<file path="src/rtl/count_mon_pkg.sv">
// Shared types and defaults for the count-change monitor.
package count_mon_pkg;

  localparam int CM_WIDTH         = 4;
  localparam int CM_DEPTH_DEFAULT = 8;

  // One logged change: the count value plus a flag marking a backward step.
  typedef struct packed {
    logic                wrap;
    logic [CM_WIDTH-1:0] count;
  } count_entry_t;

endpackage

</file>
<file path="src/rtl/count_change_fifo_sync_fifo.sv">
// Synchronous first-word-fall-through FIFO with a level count.
// The head entry is read straight from storage, so it appears the cycle after
// it was pushed and reads as zero whenever the FIFO is empty.
module sync_fifo #(
  parameter int W     = 5,
  parameter int DEPTH = 8
) (
  input  logic                     clk,
  input  logic                     reset,
  input  logic                     push,
  input  logic [W-1:0]             wdata,
  input  logic                     pop,
  output logic [W-1:0]             rdata,
  output logic                     full,
  output logic                     empty,
  output logic [$clog2(DEPTH):0]   level
);

  localparam int AW = $clog2(DEPTH);
  localparam logic [AW:0] FULL_LEVEL = (AW+1)'(DEPTH);

  logic [W-1:0]  mem [DEPTH];
  logic [AW-1:0] wr_ptr;
  logic [AW-1:0] rd_ptr;
  logic          do_push;
  logic          do_pop;

  // Gate requests: no pop while empty; push while full only alongside a pop.
  always_comb begin
    full    = (level == FULL_LEVEL);
    empty   = (level == '0);
    do_pop  = pop && !empty;
    do_push = push && (!full || do_pop);
    rdata   = empty ? '0 : mem[rd_ptr];
  end

  // Storage write; contents need no reset because rdata is masked when empty.
  always_ff @(posedge clk) begin
    if (do_push) begin
      mem[wr_ptr] <= wdata;
    end
  end

  // Pointers wrap naturally modulo DEPTH; level tracks push/pop balance.
  always_ff @(posedge clk) begin
    if (reset) begin
      wr_ptr <= '0;
      rd_ptr <= '0;
      level  <= '0;
    end else begin
      if (do_push) wr_ptr <= wr_ptr + AW'(1);
      if (do_pop)  rd_ptr <= rd_ptr + AW'(1);
      case ({do_push, do_pop})
        2'b10:   level <= level + (AW+1)'(1);
        2'b01:   level <= level - (AW+1)'(1);
        default: level <= level;
      endcase
    end
  end

endmodule

</file>
<file path="src/rtl/count_change_fifo.sv">
// Logs every change of an upstream counter value into a small FIFO, tagging
// backward steps (wrap or counter reset) and flagging dropped changes.
module count_change_fifo
  import count_mon_pkg::*;
#(
  parameter int WIDTH = CM_WIDTH,
  parameter int DEPTH = CM_DEPTH_DEFAULT
) (
  input  logic                     clk,
  input  logic                     reset,
  input  logic [WIDTH-1:0]         count_in,
  output logic                     out_valid,
  input  logic                     out_ready,
  output logic [WIDTH-1:0]         out_data,
  output logic                     out_wrap,
  output logic [$clog2(DEPTH):0]   level,
  output logic                     overflow
);

  logic [WIDTH-1:0] prev;
  logic             prev_valid;
  logic             change;
  logic             wrap;
  logic             pop;
  logic             push;
  logic             drop;
  logic             full;
  logic             empty;
  logic [WIDTH:0]   head;

  // Change/wrap detection and the push/drop decision for this cycle.
  always_comb begin
    change    = !prev_valid || (count_in != prev);
    wrap      = prev_valid && (count_in < prev);
    out_valid = !empty;
    pop       = out_valid && out_ready;
    push      = change && (!full || pop);
    drop      = change && full && !pop;
    out_wrap  = head[WIDTH];
    out_data  = head[WIDTH-1:0];
  end

  // Remember the last sampled count; reset invalidates it so the next value logs.
  always_ff @(posedge clk) begin
    if (reset) begin
      prev       <= '0;
      prev_valid <= 1'b0;
    end else begin
      prev       <= count_in;
      prev_valid <= 1'b1;
    end
  end

  // Sticky record that at least one change was lost to a full FIFO.
  always_ff @(posedge clk) begin
    if (reset) begin
      overflow <= 1'b0;
    end else if (drop) begin
      overflow <= 1'b1;
    end
  end

  sync_fifo #(
    .W     (WIDTH + 1),
    .DEPTH (DEPTH)
  ) u_fifo (
    .clk   (clk),
    .reset (reset),
    .push  (push),
    .wdata ({wrap, count_in}),
    .pop   (pop),
    .rdata (head),
    .full  (full),
    .empty (empty),
    .level (level)
  );

endmodule

</file>
<file path="config.mk">
export PLATFORM = sky130hd
export DESIGN_NAME = count_change_fifo
export DESIGN_NICKNAME = d
export VERILOG_FILES = /design/src/rtl/count_mon_pkg.sv /design/src/rtl/count_change_fifo_sync_fifo.sv /design/src/rtl/count_change_fifo.sv
export SDC_FILE = /design/constraint.sdc
export NUM_CORES = 1
export LEC_CHECK = 0
export ABC_AREA = 1
export CORE_MARGIN = 2
export CORE_UTILIZATION = 52
export DETAILED_ROUTE_END_ITERATION = 8
export PLACE_DENSITY_LB_ADDON = 0.1
export SYNTH_ARGS = -nofsm -noshare
export SYNTH_HDL_FRONTEND = slang
export SYNTH_SLANG_ARGS = --single-unit
</file>
<file path="constraint.sdc">
create_clock -name clk -period 1.9 [get_ports clk]
set_input_delay 0.285 -clock clk [delete_from_list [all_inputs] [get_ports clk]]
set_output_delay 0.285 -clock clk [all_outputs]
set_load 0.02 [all_outputs]
</file>
### Clock routing, run 1

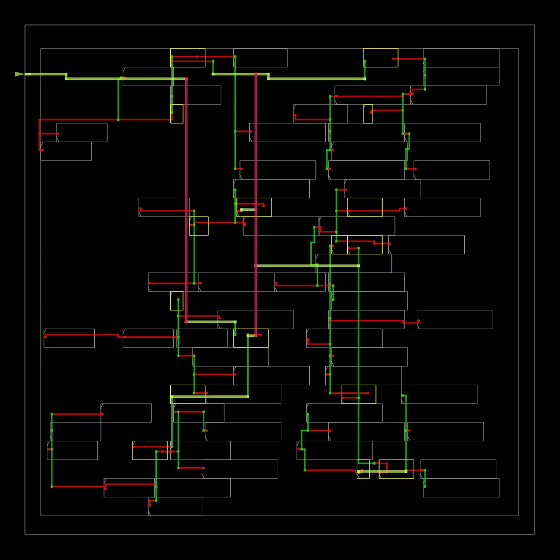
clock buffer count in the final layout: 11
clock latency reported for the late side of the worst-skew pair: 0.33 ns
clock network power: 0.966 mW
skew final: 0.00634 ns

### Clock distribution, run 1

Scale: 6 px per µm.
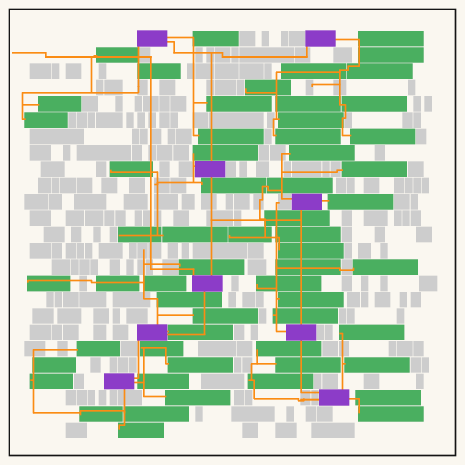
[clock-net drivers] purple | count: 9
[flip-flops] green | count: 59
[clock wires] orange | length: 670 µm
routed clock nets	10
Clock power frac: 21.4%

### Placed cells, one color a class, run 1

Scale: 4 px per µm. Fill, decap, tap and diode cells in gray.
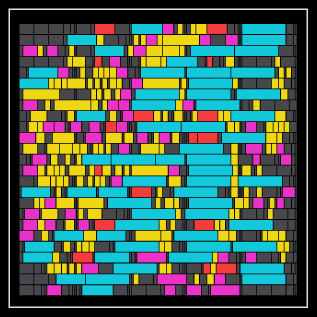
class	color	cells	share of their area
remaining buffers and delay cells	magenta	56	15%
registers	cyan	59	48%
clock drivers and dummy loads	red	16	5.2%
remaining logic cells	yellow	180	32%

==> run summary, run 1 <==
On the backend side, the flow ran end to end.

The run finished, with violations left. The checks that failed: negative setup slack. After floorplanning, the die was sized to cover 0.00550 mm².

The total number of clock tree sinks stands at 59. STA classifies the critical path endpoint as a register. The power report attributes to the combinational group a share of 40.7%.

Leaving out the clock tree, the finished layout contains an inverter count of 26. The count of input and output buffers stands at 17. In the finished design the tool counted flip-flops and latches totalling 59.

In this run the critical path is formed by inv_2 > ha_4 > nand2_4 > nor2_4 > nand3_4 > nand2_4 > ha_4 > nand2_2 > inv_2 > nor2_4 > ha_4 > a21oi_2 > xnor2_1 > o21ai_1 > inv_1. The OpenROAD report gives the critical path a required time of 2.13 ns. For the worst reg-to-reg path, the startpoint reported by OpenROAD is prev[3].

The detailed router reported a total wirelength of 5.55 mm. The count of non-filler cells in the finished layout stands at 378. The final timing report counts setup violations totalling 2.

Looking at hold timing, the worst path starts from count_in[0]. The flow reports that sequential cells draw 37.9% of the design power. The static power due to leakage stands at 1.37 nW. u_fifo.mem holds more flip-flops than any other register. The final tally of hold violations stands at 0. Per the synthesis report, the dominant area consumer among library cells is edfxtp_1. The number of nets in the layout stands at 322.

The antenna cell count stands at 0. The relative area change from synthesis to final layout stands at 32.0%. The cell-internal power stands at 2.89 mW. The report lists the number of cells resized after CTS as 33. During synthesis, Yosys emitted a total of 0 warnings. The quantity of hold-fixing buffers added after cts stands at 0.

The register with the most flip-flops in the layout has 40 of them. The combinational power stands at 1.84 mW. Counting only logic cells after layout, the most numerous master is nor2_1.

The number of max-slew violations in the final report stands at 0. Per the timing report, the most critical flop-to-flop path finishes at u_fifo.level[2]. The kind of cell with the highest combined delay along the critical path is adder cells. The stage-log warning count stands at 30. Looking at the setup timing report, the critical path kind is reg -> reg. The switching power of the nets stands at 1.62 mW. The number of well taps stands at 67. TritonCTS built the clock tree. The global-route track usage on met3 stands at 8.13%. The number of nets in the synthesized netlist is 262.

Routed signal wires occupy layers up through met4. The post-synth register bit count is 59. The synthesis report gives the async set-or-reset register share as 0%.

The number of placement rows stands at 25. The cell area after synthesis stands at 0.00256 mm². The area after detailed placement stands at 0.00308 mm². The clock transition at the register clock pins on the worst setup and hold paths after CTS stands at 0.07 ns. Of the total standard cell area in the layout, the multi-input combinational portion is 27.8%.

The global route total overflow stands at 0. For this configuration, the core starts out at a cell density of 54.1%. The total track usage stands at 21.9%. The measured slew at the worst slew-check pin stands at 0.397 ns. The critical path crosses 15 cells after its start point. The first global-routing pass estimated 8.40 mm of wire. The via count of the first global-routing pass was 1,795. The H-tree was split into 3 levels. The post-synth tally of flip-flops with integrated enable stands at 40. met1 track demand over resource after global routing is 25.9%.

The global-route met2 utilization stands at 36.0%. For hold timing, the worst endpoint is u_fifo.mem[2][0]. After detailed routing, the average wire length per cell comes to 14.7 µm. Per the layout area report, the combinational gate area comes to 938 µm².

The detailed-routing iteration count for the pre-antenna-repair pass stands at 4. The most critical setup path has its endpoint at u_fifo.level[2]. The region available for standard cell placement spans 0.00472 mm².

Per the synthesis report, the number of distinct cell types is 29. The overall power of the completed layout stands at 4.52 mW. The clock period minus final worst setup slack stands at 1.96 ns. The detailed router finished its first iteration with 71 violations.

Across the whole layout, storage elements account for 0.00159 mm². The top cell types in the final layout, fill and taps aside, are nor2_1 (52), edfxtp_1 (40), buf_4 (34), o21ai_1 (24), nand2_1 (19). The power of the sequential group stands at 1.71 mW. The routed wirelength on the met1 layer is recorded as 2.38 mm. Of the available clock period, the critical path in the final layout requires 103%.

The detailed-route vias per instance stands at 5.01. In this design, the stage delay of the slowest critical-path cell is 0.32 ns. For reference, simple AND, OR, NAND and NOR cells occupy 16.4% of the area reported after synthesis. The number of clock buffers added by TritonCTS is 9. The global routing stage identified its most utilized layer as met2. The timing-limited maximum frequency stands at 0.511 GHz. The biggest slice of the total power is consumed by combinational logic. The fraction of cell area in sequential cells is reported as 47.1%.

The buffering overhead stands at 14.6%. STA classifies the critical path startpoint as a register. The count of buffers added by post-CTS timing repair for setup stands at 3.

Setup repair after global routing could not meet its margin everywhere. The final-layout setup total negative slack stands at -0.105 ns. The largest registers in the layout are u_fifo.mem (40), prev (4), u_fifo.level (4). The main area contributors are edfxtp_1 (47%), dfxtp_1 (15%), nor2_1 (7.8%), o21ai_1 (4.5%), ha_1 (4.4%). The worst slew margin relative to its limit stands at 73.5%. Looking at the cell usage after synthesis, the top flip-flop cell is edfxtp_1. The total half-perimeter wirelength after legalization and detailed placement stands at 3.69 mm. The fraction of the mapped netlist area in adder cells stands at 4.40%. The timing report shows the most common cell along the critical path to be ha_4. Along the critical path, the tally of buffer and inverter instances is 3. The initial antenna violation count was 0. For this run the top cell type by instance count after synthesis was nor2_1.

After layout, the worst setup slack is -0.0558 ns. Looking at the critical path, the highest net fanout was 3. Once layout is complete, the utilization of the core stands at 71.5%. The data arrival at the endpoint of the critical path stands at 2.18 ns. Synthesis produced a netlist whose cell count is 246. Entering global routing, the biggest net connects 17 pins. The number of signal-net buffers in the layout stands at 56. By area, registers come first.

After layout the clock buffers and inverters come to 5.04% of cell area. The post-synthesis area per instance stands at 10.4 µm². The setup check on the worst reg-to-reg path leaves a slack of -0.06 ns. The synthesis run identifies the leading combinational cell family as simple AND/OR/NAND/NOR gates.

Across the run, the number of max-cap violations was 0. Detailed routing inserted a total of 1,892 vias.
==> run 2: changes to the inputs <==
Settings changed: CELL_PAD_IN_SITES_DETAIL_PLACEMENT set to 1, CELL_PAD_IN_SITES_GLOBAL_PLACEMENT set to 1, CORE_UTILIZATION 52 to 40.
### Nets reached from selected ports, run 2

Scale: 4 px per µm.
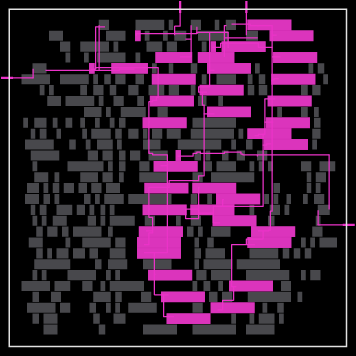
port	color	bits	direction	end cells	buffers	wire
count_in	magenta	4	input	39	8	570 µm

==> run 2 against run 1 <==
  * The flow still finishes with violations (negative setup slack)
  * Total power grew 4.0%
  * Die size up 28%
  * Combinational power hardly changed
  * Design area shrank 0.11%
  * First-iteration DRC count grew 69%
  * Count of clock-buffer cells in the layout down 1
  * Clock power is about 20% higher
  * Critical path depth stayed put
  * Sequential share of layout area up 0.090 points
  * Area after synthesis unchanged
  * Critical path type unchanged
  * Largest cell class unchanged
  * Largest power group unchanged
  * Highest routed layer unchanged
==> run summary, run 2 <==
On the backend side, the flow ran end to end.

The flow ran to the end, but the final reports show violations. The checks that failed: negative setup slack. The count of input and output buffers stands at 17. edfxtp_1 takes more of the synthesized area than any other cell. Measured along the y axis, the die boundary spans 84.0 µm. Detailed routing placed a total of 3.14 mm of wire on met2. The part of the power in registers stands at 36.5%. The tally of clock buffers in the finished layout stands at 10. The global-route wire length before repair stands at 9.61 mm.

Adding up every negative setup slack in the final design gives -0.00804 ns. The worst setup path is of the reg -> reg kind. Summing the areas of all and, or, nand and nor instances in the mapped netlist gives 16.4% of the synthesized area. For this run, global-route usage on met1 was measured as 22.5%. Of the total power, the clock network draws 23.8%. The post-synth count of flops with an enable pin is 40. Per the synthesis report, the single largest cell type by area occupies 47.0% of cell area. The arrival time of data at the worst endpoint is listed as 2.13 ns. Power attributed to sequential cells is 1.71 mW. Walking the worst path, the cells encountered are inv_2 > ha_4 > nand2_4 > nor2_4 > nand3_4 > nand2_4 > ha_4 > nand2_2 > inv_2 > nor2_4 > ha_4 > a21oi_2 > xnor2_1 > o21ai_1 > inv_1.

The via count of the first global-routing pass stands at 1,964. The flop and latch count out of synthesis stands at 59. The multi-input combinational area share stands at 27.8%. In this run the most critical hold path is launched from count_in[0].

In the placement report, post-DP HPWL is listed as 4.24 mm. The largest net degree at the start of global routing stands at 16. Total power for the finished layout comes to 4.70 mW. The delay of the slowest cell on the worst path stands at 0.32 ns. The H-tree level count stands at 3. The switching power of the nets stands at 1.67 mW. The number of nets in the layout stands at 317. The clock period minus final worst setup slack stands at 1.91 ns. The number of DRC violations after detailed-routing iteration 0 stands at 120.

The detailed router placed 1,937 vias in this run. The quantity of hold-fixing buffers added after cts stands at 0. The initial core utilization stands at 40.7%. The non-clock inverters instantiated in the layout total 26. The global-route track usage on met3 stands at 3.07%. The sum of met3 wire segment lengths after detailed routing stands at 175 µm.

Looking at the post-CTS report, the setup buffer insertion count equals 2. Per the timing report, the most critical flop-to-flop path originates at prev[3]. Buffers inserted during clock tree synthesis total 9. The average wire per standard cell stands at 16.0 µm.

The timing-limited maximum frequency stands at 0.524 GHz. The global route total overflow stands at 0. STA puts the critical path data required time at 2.12 ns.

The most common logic cells in the final layout are nor2_1 (50), edfxtp_1 (40), buf_4 (34), o21ai_1 (25), nand2_1 (19). The count of non-filler cells in the finished layout stands at 383. The detailed-route vias per instance stands at 5.06. The number of maximum-capacitance violations recorded for the run is 0. The path with the worst hold slack has its endpoint at prev[0]. The fraction of the mapped netlist area in adder cells stands at 4.40%. Looking at the gate-level netlist, the highest instance count belongs to nor2_1.

The number of flip-flops under the largest register name stands at 40. More flip-flops sit in one register than any other, and that register is u_fifo.mem. The die covers 0.00705 mm².

For met2 alone, demand over resource in global routing was 30.0%. The worst register-to-register path has a setup slack of -0.008 ns. The clock transition at the register clock pins on the worst setup and hold paths after CTS stands at 0.07 ns. The logs give a warning total of 30. The timing report shows the most common cell along the critical path to be ha_4.

The combinational share of power stands at 39.7%. The post-synthesis area per instance stands at 10.4 µm². The cell-internal power stands at 3.03 mW. The library cell used most frequently in the layout, excluding fill and tap cells, is nor2_1. Measured on the finished design, the core utilization comes to 53.7%. The largest part of the power goes to combinational logic.

By area, the class that comes first in the final layout consists of registers. 154 cells are multi-input combinational gates. The warning count from the yosys run stands at 0.

The clock tree cell share of total cell area stands at 5.71%. On the critical path the largest part of the delay comes from adder cells. Tap insertion was completed with 77 tapcells. The wire length recorded after detailed routing is 6.12 mm.

The area of combinational cells with multiple inputs stands at 937 µm². Per the timing report, the biggest fanout along the worst path comes to 3. In the per-layer summary, the met1 wirelength comes to 2.68 mm. The pre-antenna-repair detailed-routing pass consisted of 4 iterations. The worst pin sits at a relative slew slack of 72.6%. The static power due to leakage stands at 1.36 nW. Across the whole layout, storage elements account for 0.00159 mm². The share of the clock period used by the worst path stands at 100%. STA classifies the critical path startpoint as a register. The worst setup path is captured at a register.

The final tally of hold violations stands at 0. Per the detail_route log, the uppermost layer with routed signals is met4. The tally of unique sky130hd cells used after synthesis stands at 29. The cell total in the yosys stat output stands at 246.

Global routing used 17.9% of the available tracks across all layers. The final antenna diode tally reported by the flow is 0. The worst register-to-register path ends at u_fifo.level[2].

The post-cts sizing count stands at 35. The net count after synthesis is 262. The commonest cells after synthesis are nor2_1 (53), edfxtp_1 (40), o21ai_1 (23), nand2_1 (22), inv_1 (21).

The number of standard cells after synthesis stands at 246. The area share of and-or/or-and cells after synthesis stands at 11.1%. Setup repair after global routing could not meet its margin everywhere. Once placement finished, the instance area stood at 0.00307 mm².

The number of placement rows stands at 29. For reference, the top cells by area after synthesis are edfxtp_1 (47%), dfxtp_1 (15%), nor2_1 (7.8%), o21ai_1 (4.5%), ha_1 (4.4%). The share of synthesized area spent on multiplexers stands at 0%.

Non-clock buffers in the final layout number 51. The core outline area stands at 0.00628 mm². The least setup slack across all paths after layout stands at -0.00804 ns. The timing report shows that the slowest cell on the worst path is dfxtp_2. The initial antenna violation count came to 0. The synthesis report gives the async set-or-reset register share as 0%.

OpenSTA lists the critical path endpoint as u_fifo.level[2]. The skew report gives the latency at the later pin of the worst-skew pair as 0.33 ns. Of all the cell area in the finished design, non-clock buffers hold 13.5%.

The final setup violation count stands at 1. The number of cells on the critical path stands at 15. The relative area change from synthesis to final layout stands at 31.9%.

The number of flip-flops and latches stands at 59. For this run, the leading register cell type out of synthesis is edfxtp_1. The combinational power stands at 1.86 mW.

In the final layout, the registers with the most flip-flops are u_fifo.mem (40), prev (4), u_fifo.level (4). In the synthesized netlist, the dominant kind of combinational cell is simple AND/OR/NAND/NOR gates. Sequential cells make up 47.1% of the cell area. Counting pins that exceed their max-slew limit in the final report gives 0. For the pin with the worst max-slew slack, the measured transition is 0.411 ns. The cell area that synthesis handed to floorplanning was 0.00256 mm². TritonCTS built the clock tree. The critical path contains buffers and inverters numbering 3 combined. met2 is the most crowded layer.
### Clock routing, run 2

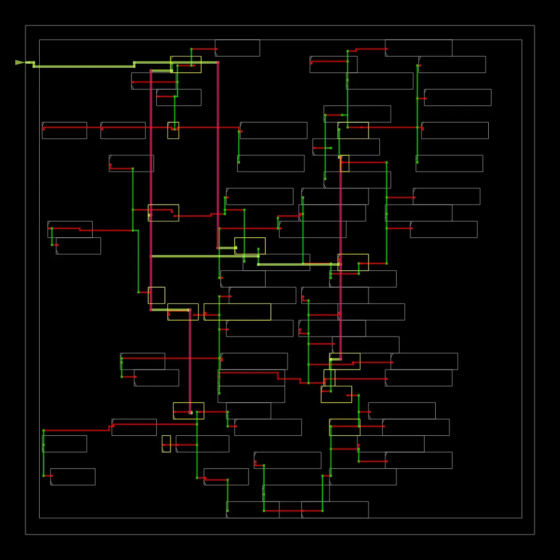
clock network power: 1.12 mW
skew final: 0.00866 ns
clock sink count: 59

==> run 3: changes to the inputs <==
Settings changed: CORE_UTILIZATION 40 to 41.
### Placed cells, one color a class, run 3

Scale: 4 px per µm. Fill, decap, tap and diode cells in gray.
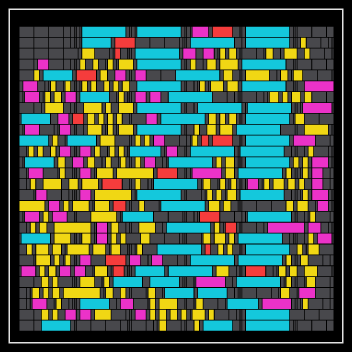
class	color	cells	share of their area
clock drivers and dummy loads	red	16	4.9%
remaining logic cells	yellow	180	33%
registers	cyan	59	46%
remaining buffers and delay cells	magenta	57	16%

==> run 3 against run 2 <==
  * The flow still finishes with violations (negative setup slack)
  * Non-clock buffer count grew 6
  * Sequential power is essentially flat
  * Global-route usage grew 0.84 points
  * Largest cell class unchanged
  * Setup slack lost 0.015 ns
  * Critical path depth is the same
  * Combinational power grew 13%
  * Register-to-register slack is essentially flat
  * Utilization grew 5.1 points
  * Fmax shrank 0.78%
  * Sequential cell count is the same
  * Clock skew shrank 0.0031 ns
  * Sequential share of layout area shrank 2.2 points
  * Highest routed layer unchanged
==> run summary, run 3 <==
On the backend side, the flow ran end to end.

The stage-log warning count stands at 30. The most used flip-flop cell after synthesis is edfxtp_1. Grouping stages by cell kind, the critical path spends the most delay in adder cells. STA reports a reg2reg setup slack of -0.02 ns. Per report_power, the Combinational row totals 2.11 mW. The total number of clock tree sinks stands at 59. In this run the worst setup path terminates at u_fifo.level[2].

The area of combinational cells with multiple inputs stands at 0.00100 mm². TritonCTS built the clock tree. In this design, the critical path's most frequently occurring cell is ha_4. The fraction of final cell area spent on non-clock buffers in this run is 15.8%. Across all setup checks in the final design, the least slack found is -0.0229 ns. The checks that failed: negative setup slack. The via count of the first global-routing pass stands at 2,053. Counting instances in the post-synthesis netlist gives the leading cell types as nor2_1 (53), edfxtp_1 (40), o21ai_1 (23), nand2_1 (22), inv_1 (21). The global-route track usage on met3 stands at 4.67%. The part of the power in registers stands at 35.6%. The run finished, with violations left. STA puts the critical path data required time at 2.13 ns. The later pin in the worst-skew pair is clocked with a latency of 0.34 ns.

The share of the clock period used by the worst path stands at 101%. Sequential cells make up 45.0% of the cell area. Looking at the power breakdown, the clock network takes 20.3% of the total. The post-synth tally of flip-flops with integrated enable stands at 40.

The share of synthesized area spent on multiplexers stands at 0%. Sorting the synthesis cell report by count puts at the top nor2_1. The number of buffers inserted during clock tree synthesis stands at 9. The initial core utilization stands at 42.7%.

The number of DRC violations after detailed-routing iteration 0 stands at 72. The clock H-tree reported by CTS has 3 levels. After clock tree synthesis, the flow added hold-fix buffers numbering 0. The total track usage stands at 18.8%. Per the STA report, the cell with the highest stage delay on the worst path is dfxtp_2. For this run, the script counts the antenna cells in the layout as 0.

Of the combinational cells, the family taking the most area is simple AND/OR/NAND/NOR gates. After detailed routing, the average wire length per cell comes to 16.3 µm. The routed length on met2 stands at 3.23 mm. The sequential power reported by the tool is 1.70 mW. The area taken by sequential standard cells is reported as 0.00159 mm². Wire segments on met3 add up to 205 µm in the final route. Input and output buffers added on the ports amount to 17. Per the post-CTS timing run, clock transition at the registers of the reported paths is 0.07 ns. The data arrival at the endpoint of the critical path stands at 2.16 ns. The core outline area stands at 0.00599 mm². In this run, post-CTS repair resized a total of 42 instances. The final timing report counts setup violations totalling 2. The worst clock skew stands at 0.00556 ns. The final tally of hold violations stands at 0. STA classifies the critical path endpoint as a register.

The simple-gate area share of the yosys netlist stands at 16.4%. Traced cell by cell, the critical path runs through inv_2 > ha_4 > nand2_4 > nor2_4 > nand3_4 > nand2_4 > ha_4 > nand2_2 > inv_2 > nor2_4 > ha_4 > a21oi_2 > xnor2_1 > o21ai_1 > inv_1. Summed over the clock group, the power is 0.973 mW.

The layout contains a multi-input combinational cell count of 154. The die boundary height stands at 83.0 µm. The number of nets in the layout stands at 323. Measured against its own limit, the worst slew margin works out to 73.4%. The detailed-routing iteration count for the pre-antenna-repair pass stands at 4. For this run, the number of Yosys warnings is 0. Cell internal power was estimated by the tool at 3.00 mW. STA classifies the critical path startpoint as a register.

By area, registers come first. u_fifo.mem holds more flip-flops than any other register. The cell area after synthesis stands at 0.00256 mm². Per the detail_route log, the uppermost layer with routed signals is met4. The total half-perimeter wirelength after legalization and detailed placement stands at 4.20 mm. The tally of unique sky130hd cells used after synthesis stands at 29. Per the cell usage report, the commonest logic cell in the layout is nor2_1. The maximum net fanout on the critical path stands at 3. The post-detailed-routing wire length stands at 6.31 mm. Global routing put the most usage on met2. Counting the clock-network buffers in the layout gives 9.

Per the synth stats, the proportion of register bits with asynchronous set or reset is 0%. The top cell type by area accounts for 47.0% of the synthesized area. The relative area change from synthesis to final layout stands at 37.8%.

Of all the cell area in the finished design, the clock network holds 4.76%. The fraction of the mapped netlist area in adder cells stands at 4.40%. The critical path contains buffers and inverters numbering 3 combined.

The max-capacitance violation count stands at 0. The path with the worst hold slack has its endpoint at u_fifo.rd_ptr[2]. The count of non-filler cells in the finished layout stands at 387. In the power breakdown, the biggest contributor is combinational logic. The clock period minus final worst setup slack stands at 1.92 ns. The registers reported with the highest flop counts are u_fifo.mem (40), prev (4), u_fifo.level (4). The met1 track utilization from global routing stands at 21.9%. In this run the critical register-to-register path is captured at u_fifo.level[2].

The chip occupies 0.00689 mm². The met1 wire length stands at 2.82 mm. The routed layout has 1,924 vias.

Looking at the reg2reg group, the worst path starts from prev[3]. In the layout the commonest cells are nor2_1 (44), edfxtp_1 (40), buf_4 (34), o21ai_1 (19), nand2_1 (19).
### The metal 2 layer, run 3

Scale: 6 px per µm. Cells faint in the background.
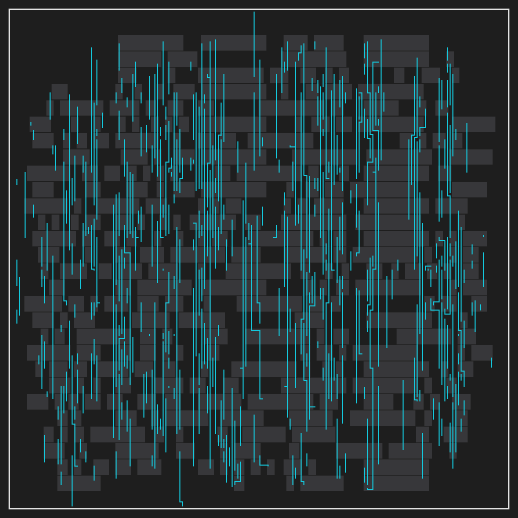
longest straight run	49.6 µm
main direction	vertical
share of all routed wire	51%

No activity file was given, so power comes from the tool's default toggle rates.
